[config.mk]
export PLATFORM = sky130hd
export DESIGN_NAME = regfile_loader
export DESIGN_NICKNAME = d
export VERILOG_FILES = /design/src/rtl/regfile_loader.sv
export SDC_FILE = /design/constraint.sdc
export NUM_CORES = 1
export LEC_CHECK = 0
export CORE_ASPECT_RATIO = 1.75
export CORE_UTILIZATION = 58
export CTS_CLUSTER_SIZE = 28
export DETAILED_ROUTE_END_ITERATION = 6
export GPL_TIMING_DRIVEN = 0
export HOLD_SLACK_MARGIN = 0.1
export PLACE_DENSITY = 0.79
export SYNTH_ARGS = -nofsm -noshare
export SYNTH_HDL_FRONTEND = slang
export SYNTH_SLANG_ARGS = --single-unit
[constraint.sdc]
create_clock -name CLK -period 3.95 [get_ports CLK]
set_input_delay 0.79 -clock CLK [delete_from_list [all_inputs] [get_ports CLK]]
set_output_delay 0.79 -clock CLK [all_outputs]
set_load 0.03 [all_outputs]
[src/rtl/regfile_loader.sv]
// Serial frame loader: shifts {WA2,WA1,WA0,LD_DATA} in MSB first and issues one register-file write.
// Optional build macro REGFILE_LOADER_PARITY_EN appends a trailing even-parity bit to each frame.
module regfile_loader #(
    parameter int TIMEOUT = 15
) (
    input  logic       CLK,
    input  logic       CLRN,
    input  logic       START,
    input  logic       SIN,
    input  logic       SVALID,
    output logic       RDY,
    output logic       WA2,
    output logic       WA1,
    output logic       WA0,
    output logic [3:0] LD_DATA,
    output logic       WR,
    output logic       ERR,
    output logic [7:0] WCNT
);

`ifdef REGFILE_LOADER_PARITY_EN
    localparam int FRAME_W = 8;
`else
    localparam int FRAME_W = 7;
`endif

    localparam logic [3:0] LAST_BIT = 4'(FRAME_W - 1);
    localparam logic [7:0] TMO_LIM  = 8'(TIMEOUT);

    localparam logic [1:0] S_IDLE  = 2'd0;
    localparam logic [1:0] S_SHIFT = 2'd1;
    localparam logic [1:0] S_WRITE = 2'd2;

    logic [1:0]         state_q,   state_d;
    logic [3:0]         bit_cnt_q, bit_cnt_d;
    logic [7:0]         tmo_cnt_q, tmo_cnt_d;
    logic [FRAME_W-1:0] frame_q,   frame_d;
    logic [6:0]         wdata_q,   wdata_d;
    logic               err_q,     err_d;
    logic [7:0]         wcnt_q,    wcnt_d;
    logic [FRAME_W-1:0] frame_next;

    always_comb begin
        state_d    = state_q;
        bit_cnt_d  = bit_cnt_q;
        tmo_cnt_d  = tmo_cnt_q;
        frame_d    = frame_q;
        wdata_d    = wdata_q;
        err_d      = err_q;
        wcnt_d     = wcnt_q;
        frame_next = {frame_q[FRAME_W-2:0], SIN};

        case (state_q)
            S_IDLE: begin
                if (START) begin
                    state_d   = S_SHIFT;
                    bit_cnt_d = '0;
                    tmo_cnt_d = '0;
                    frame_d   = '0;
                    err_d     = 1'b0;
                end
            end
            S_SHIFT: begin
                // START has priority: the frame restarts and SIN this cycle is dropped
                if (START) begin
                    bit_cnt_d = '0;
                    tmo_cnt_d = '0;
                    frame_d   = '0;
                end else if (SVALID) begin
                    frame_d   = frame_next;
                    tmo_cnt_d = '0;
                    bit_cnt_d = bit_cnt_q + 4'd1;
                    if (bit_cnt_q == LAST_BIT) begin
                        bit_cnt_d = '0;
`ifdef REGFILE_LOADER_PARITY_EN
                        if (^frame_next) begin
                            state_d = S_IDLE;
                            err_d   = 1'b1;
                        end else begin
                            state_d = S_WRITE;
                            wdata_d = frame_next[7:1];
                        end
`else
                        state_d = S_WRITE;
                        wdata_d = frame_next;
`endif
                    end
                end else if (tmo_cnt_q + 8'd1 == TMO_LIM) begin
                    state_d   = S_IDLE;
                    err_d     = 1'b1;
                    tmo_cnt_d = '0;
                    bit_cnt_d = '0;
                end else begin
                    tmo_cnt_d = tmo_cnt_q + 8'd1;
                end
            end
            S_WRITE: begin
                state_d = S_IDLE;
                wcnt_d  = wcnt_q + 8'd1;
            end
            default: begin
                state_d = S_IDLE;
            end
        endcase
    end

    always_ff @(posedge CLK or negedge CLRN) begin
        if (!CLRN) begin
            state_q   <= S_IDLE;
            bit_cnt_q <= '0;
            tmo_cnt_q <= '0;
            frame_q   <= '0;
            wdata_q   <= '0;
            err_q     <= 1'b0;
            wcnt_q    <= '0;
        end else begin
            state_q   <= state_d;
            bit_cnt_q <= bit_cnt_d;
            tmo_cnt_q <= tmo_cnt_d;
            frame_q   <= frame_d;
            wdata_q   <= wdata_d;
            err_q     <= err_d;
            wcnt_q    <= wcnt_d;
        end
    end

    assign RDY           = (state_q == S_SHIFT);
    assign WR            = (state_q == S_WRITE);
    assign {WA2,WA1,WA0} = wdata_q[6:4];
    assign LD_DATA       = wdata_q[3:0];
    assign ERR           = err_q;
    assign WCNT          = wcnt_q;

endmodule
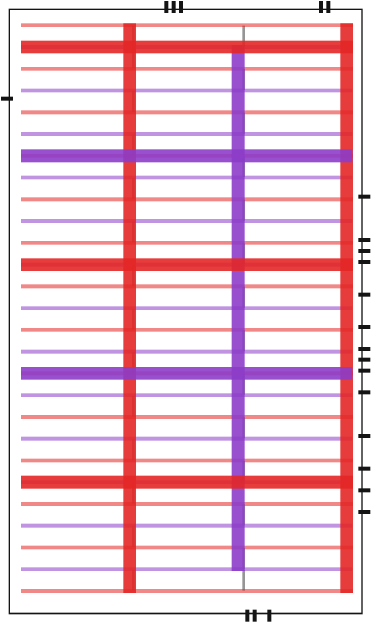
(power grid)
Scale: 8 px per um. Pins as bars on the die edge. Tap cells in grey.
Key: red = VSS; purple = VDD
23 signal pins sit on the boundary. 3 straps on met4. The core has 26 rows. 28 tap cells. 27 met1 rails follow the rows.

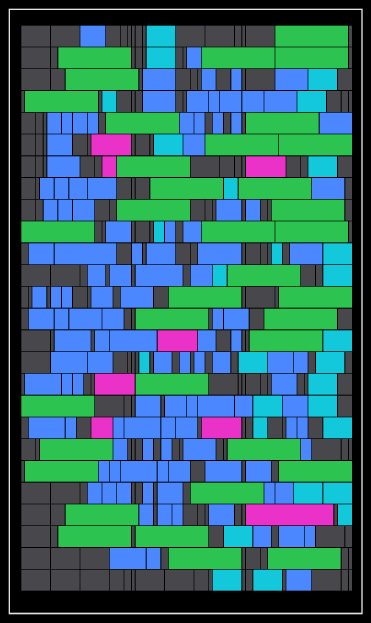
(placed cells, one colour a class)
Scale: 8 px per um. Fill, decap, tap and diode cells in grey.
Key: cyan = remaining buffers and delay cells [cells 28]; green = sequential cells [cells 36]; magenta = clock drivers and dummy loads [cells 8]; blue = remaining logic cells [cells 118]

==> impl_metrics.toml <==
# implementation run metrics
[status]
status = "complete, but fails checks"
failed_checks = "design-rule violations"

[clock_network]
post_cts.repair.setup_buffers = 0

[floorplan]
ios = 23

[min_path]
hold_path.class = "reg -> reg"

[power]
total_leakage_power_nw = 0.948
ir_worst_vdd_uv = 243

[final_timing]
slew_headroom_pct = 49.1
hold_slack_ns = 0.472
clock.fmax_mhz = 389
report.final.setup_viol = 0
max_slew.worst_pin.slew_ns = 0.763

[synthesis]
post_synth_num_cell_types = 35
synth_flop_count = 36

[detailed_routing]
antenna_left = 0
post-route-drc-count = 4
vias_after_detailed_routing = 1271
vias_per_cell = 5.83

[global_route]
gr-max-usage-layer = "met2"
grt_pass1_vias = 1245
number_of_antenna_violations_at_the_first_check_in_global_routing = 0

[critical_path]
crit_fanout = 10
-- per-stage QoR --
stage / util (%) / power (mW) / instances / setup WS (ns)
after CTS: 72.9 / 0.732 / 218 / 1.37
final: 72.9 / 0.726 / 218 / 1.38
after global placement: 69.3 / 0.415 / 210 / 1.37
after global routing: 72.9 / 0.754 / 218 / 1.29
after floorplan: - / 0.400 / 161 / 1.96
after detailed placement: 69.1 / 0.416 / 210 / 1.60
-- per-layer routing --
layer	vias to the layer above	share of wire, %
li1	619	-
met1	616	39
met2	30	54
met3	6	4.1
met4	0	1.9
met5	-	0
-- flip-flops by register name (all words and copies together) (netlist names) --
name	count
ERR	1
WCNT	8
bit_cnt_q	4
frame_q	6
state_q	2
tmo_cnt_q	8
wdata_q	7
-- kinds of logic (layout without fill, tap and decap cells) --
group                      after synthesis  after routing  share of synthesized area (%)
AOI/OAI and AO/OA                       34             34                           14.5
xor gates and xnor gates                15             15                           7.79
adders and majority gates                5              5                           3.51
buffers and inverters                   10             39                           2.39
DFF                                     36             36                           50.5
muxes                                    8              8                           5.05
and+or+nand+nor                         53             53                           16.2
-- power breakdown --
part	switching, mW	leakage, nW	internal, mW	total, mW
combinational	0.0205	0.400	0.00999	0.0305
clock	0.131	0.0541	0.187	0.318
sequential	0.00546	0.494	0.373	0.378
-- Yosys cell counts, drive strengths merged --
cell type  number  area [um2]
nand4           3        18.8
clkbuf          3        11.3
nand2b          2        12.5
nand2          20        75.1
o21ai          13        65.1
nor3b           3        22.5
dfrtp          36         901
o311ai          1        16.3
o21bai          1        7.51
a22o            3        26.3
nand3           5        30.0
o211ai          1        21.3
xor2            5        43.8
and3            1        6.26
or2b            1        7.51
nor2b           2        12.5
nor3            1        10.0
xnor2          10        95.1
nand3b          1        7.51
and2            1        6.26
and4            2        22.5
o31ai           3        37.5
a2bb2oi         1        15.0
and4bb          1        12.5
buf             4        20.0
mux2            8        90.1
ha              5        62.6
a211oi          2        15.0
a22oi           4        30.0
nor2           10        45.0
inv             3        11.3
a21oi           5        25.0
-- final cells by class --
type / instances / area, um2
Buffer: 7 / 31.3
Fill cell: 207 / 793
Multi-Input combinational cell: 115 / 840
Tap cell: 28 / 35.0
Clock buffer: 5 / 68.8
Clock inverter: 3 / 42.5
Sequential cell: 36 / 901
Inverter: 3 / 11.3
Timing Repair Buffer: 21 / 205
-- final timing paths --
check / start / end / slack, ns / cells after the start
setup reg to reg: tmo_cnt_q[0]$_DFFE_PN0P_ / tmo_cnt_q[3]$_DFFE_PN0P_ / 2.09 / 6
setup / recovery: state_q[1]$_DFFE_PN0P_ / WR / 1.38 / 4
max in group asynchronous: CLRN / bit_cnt_q[2]$_DFFE_PN0P_ / 2.89 / 1
hold / removal: WCNT[7]$_DFFE_PN0P_ / WCNT[7]$_DFFE_PN0P_ / 0.47 / 1
min in group asynchronous: CLRN / WCNT[3]$_DFFE_PN0P_ / 0.57 / 1
hold reg to reg: WCNT[7]$_DFFE_PN0P_ / WCNT[7]$_DFFE_PN0P_ / 0.47 / 1
Power is estimated from default activity; no workload was simulated.
